==> config.mk <==
export PLATFORM = sky130hd
export DESIGN_NAME = popcount_stream_flat
export DESIGN_NICKNAME = d
export VERILOG_FILES = /design/src/rtl/popcount_stream_if.sv /design/src/rtl/popcount_stream.sv /design/src/flat_wrapper.sv
export SDC_FILE = /design/constraint.sdc
export NUM_CORES = 1
export LEC_CHECK = 0
export CELL_PAD_IN_SITES_DETAIL_PLACEMENT = 1
export CELL_PAD_IN_SITES_GLOBAL_PLACEMENT = 1
export CORE_MARGIN = 1
export CORE_UTILIZATION = 35
export CTS_CLUSTER_DIAMETER = 100
export DETAILED_ROUTE_END_ITERATION = 6
export PLACE_DENSITY_LB_ADDON = 0.08
export RECOVER_POWER = 25
export SLEW_MARGIN = 5
export SYNTH_ARGS = -nofsm -noshare
export SYNTH_HDL_FRONTEND = slang
export SYNTH_SLANG_ARGS = --single-unit
==> constraint.sdc <==
create_clock -name ACLK -period 5.2 [get_ports ACLK]
set_clock_uncertainty 0.05 [all_clocks]
set_input_delay 1.56 -clock ACLK [delete_from_list [all_inputs] [get_ports ACLK]]
set_output_delay 1.56 -clock ACLK [all_outputs]
set_load 0.01 [all_outputs]
**The metal 1 layer**

The bar under the picture is 50 um long.
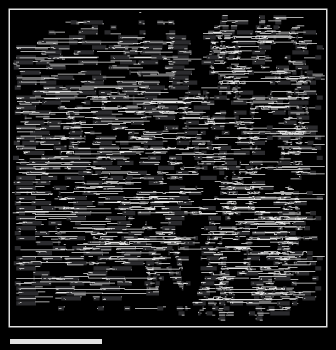
- longest straight run: 49.7 um
- wire length on this layer: 9730 um
final wirelength: 22500 um
met1 track utilization from global routing: 19.0%

**M2 wires**

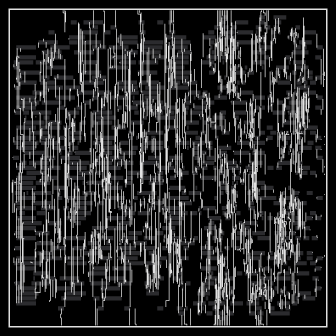
- longest straight run: 92.1 um
- wire length on this layer: 11500 um
M2 GR Usage: 28.5%
DR vias: 6294

**M3 wires**

The bar under the picture is 50 um long.
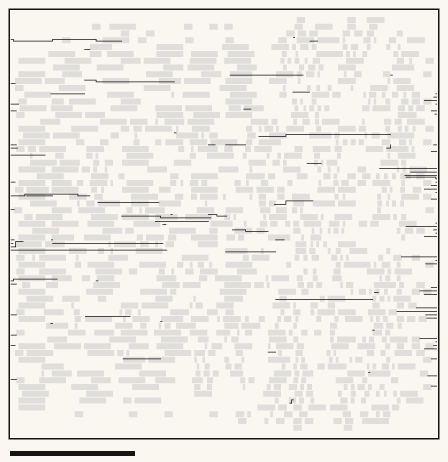
- wire length on this layer: 841 um
- share of all routed wire: 3.7%
- nets with wire on the layer: 69
- main direction: horizontal
- longest straight run: 62.3 um
GRT met3 Usage: 2.85%

**Register map, names as in the netlist**

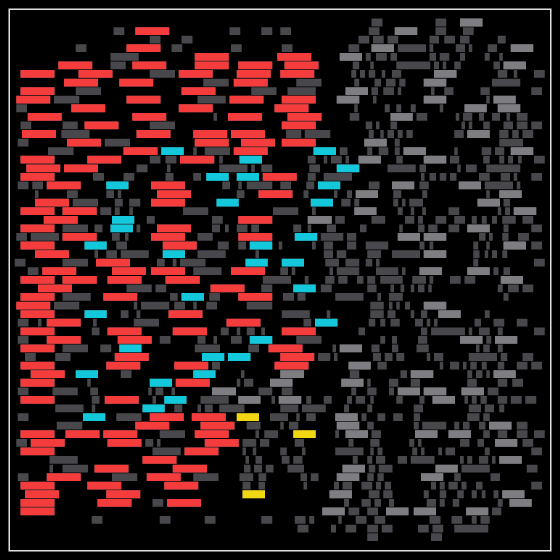
- yellow: u_core.wr_ptr_reg (sequential cells 3)
- cyan: u_core.shift_reg (sequential cells 32)
- red: u_core.fifo_mem (sequential cells 132)
Seq power: 2.32 mW
sequential cell area: 0.00615 sq mm
Util after Layout: 44.1%
sequential share of cell area: 49.8%

**Placed standard cells**

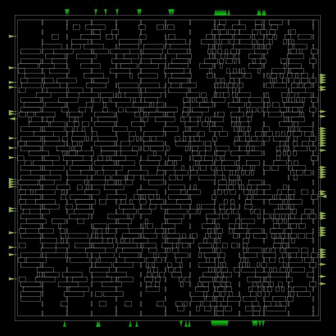
count of inserted tapcells: 378
core area: 0.0280 sq mm
final instance count without filler cells: 1250
number of standard-cell rows in the floorplan: 61
sequential cell count of the final layout: 241

==> results_slide.txt <==
Implementation Results

Run status
  • Outcome: finished, final reports clean

Synth
  • Yosys Chip Area: 0.0100 sq mm
  • Library cell with the largest summed area after synthesis: sky130_fd_sc_hd__edfxtp_1
  • Flip-flop and latch count after synthesis: 241
  • Netlist cell types: 48
  • Most instantiated cells after synthesis: sky130_fd_sc_hd__edfxtp_1, sky130_fd_sc_hd__dfxtp_1, sky130_fd_sc_hd__nor2_1
  • Sequential element share of the synthesized area: 61.3%
  • Syn_nets: 802
  • Post-synthesis instance total: 746
  • Syn_area_per_cell: 13.4 sq um
  • Area share of the largest cell type after synthesis: 39.5%
  • EDFF count, synth: 132
  • Main flop type after synthesis: sky130_fd_sc_hd__edfxtp_1
  • YS warnings: 0

STA
  • F_max: 0.211 GHz
  • Clock period minus worst slack: 4.74 ns
  • Setup_tns: 0 ns
  • Number of pins exceeding their max-slew limit in the final report: 0
  • Slew Limit Headroom: 32.7%
  • Setup repair after global routing missed its margin: no
  • Final count of hold timing violations: 0
  • Hold Slack: 0.400 ns
  • Period utilization: 91.2%

Setup path
  • Slowest Stage Delay on Critical Path: 0.55 ns
  • Critical-path top delay cell: sky130_fd_sc_hd__fa_1
  • Critical Path AT: 5.14 ns
  • Worst EP required: 5.60 ns
  • CP max FO: 24
  • Sort of element at the start of the critical path: register
  • Worst Setup End Kind: register
  • Number of cells traversed by the worst register-to-register path: 14
  • CP Cell Sequence: xor2_1, ha_1, fa_1, inv_1, fa_1, fa_1, fa_1, fa_1, nor2b_1, o31a_1, buf_4, and3_4, nand2_4, a21oi_1
  • Most used cell, CP: sky130_fd_sc_hd__fa_1
  • Worst-case register-to-register setup slack: 0.46 ns

Routing
  • Remaining antenna violation count: 0
  • Wire per inst: 18.0 um
  • Starting DRC count in detailed routing: 186
  • Number of optimization iterations in the first detailed-route pass: 4

Power
  • Reg power frac: 39.8%
  • Power in combinational cells: 1.52 mW
  • Part of the power in combinational logic: 26.2%
  • Top power group: sequential cells
  • Worst IR drop on VDD: 0.000275 V
  • Total chip power: 5.82 mW
  • Power per unit of standard cell area: 471 mW/mm^2
  • Internal power contribution: 4.09 mW
  • Clock power share: 34.0%
  • Switching power: 1.72 mW

Finish
  • Max reg flops: 132
  • Logic gate fraction of the total cell area: 29.3%
  • Non-clock inverter count: 17
  • Nets: 905
  • #MultiIn Comb: 448
  • Highest-count logic cell in the final layout: sky130_fd_sc_hd__edfxtp_1
  • Biggest Area Class: registers
  • Tally of clock buffers in the finished layout: 40
  • Non-clock buffer area fraction after layout: 8.98%
  • Area of the multi-input gates: 0.00362 sq mm
  • Filler cell count in the final layout: 2883
  • Number of diodes added for antenna fixing: 2
  • Fraction of area in clock buffers and inverters: 7.55%

Global routing
  • Via count of the first global-routing pass: 6700
  • Maximum number of pins on one net before global-route repair: 48
  • Total GRT Usage: 15.7%

Clock tree
  • TritonCTS Buffers: 27
  • Clock tree buffer depth: 3
  • CTS H-tree lvls: 1
  • Total number of clock tree sinks: 241
  • Resized Gates After CTS: 0
  • Clock tree from TritonCTS: built
  • Root buffer cell: sky130_fd_sc_hd__clkbuf_16
  • Count of hold buffers inserted by post-cts repair: 0
  • Clock latency on the worst-skew pair: 0.53 ns
  • Post-CTS Setup Repair Bufs: 0
  • Clock transition at the register clock pins on the worst setup and hold paths after CTS: 0.06 ns

Placement
  • Placement-stage worst setup slack: 0.285 ns
  • DP Cell Count: 1198
  • Count of input and output buffers: 103
  • Cell area reported after detailed placement: 0.0114 sq mm

Floorplanning
  • Number of top-level pins: 104
  • Die extent in y: 171 um
  • Width of the die: 171 um

Worst hold path
  • Count of cells along the worst hold path: 2

Flow run
  • Total of max-cap violations: 0
  • Log Warnings: 29
## per-layer routing
layer  share of wire [%]  vias up  GRT usage, %
met5               0.067        -             0
met4                 2.1        2          4.23
met3                 3.7       39          2.85
met2                  51      108          28.5
met1                  43     3149          19.0
li1                    -     2996             -
## critical path: cells and delay by family (launching register included)
family	cells	cell delay (ns)
flip-flops	1	0.46
adder cells (fa/ha/maj)	6	2.72
buffers and inverters	2	0.26
AND/OR/NAND/NOR	3	0.61
XOR/XNOR	1	0.19
AND-OR/OR-AND	2	0.37
## cells by family after synthesis
group,share of synthesized area [%]
DFF,61.3
and+or+nand+nor,11.0
AOI/OAI and AO/OA,6.49
xor gates and xnor gates,5.57
muxes,10.2
buffers and inverters,2.70
adders and majority gates,2.75
Power figures rest on the tool's default switching activity, not on a simulated workload.
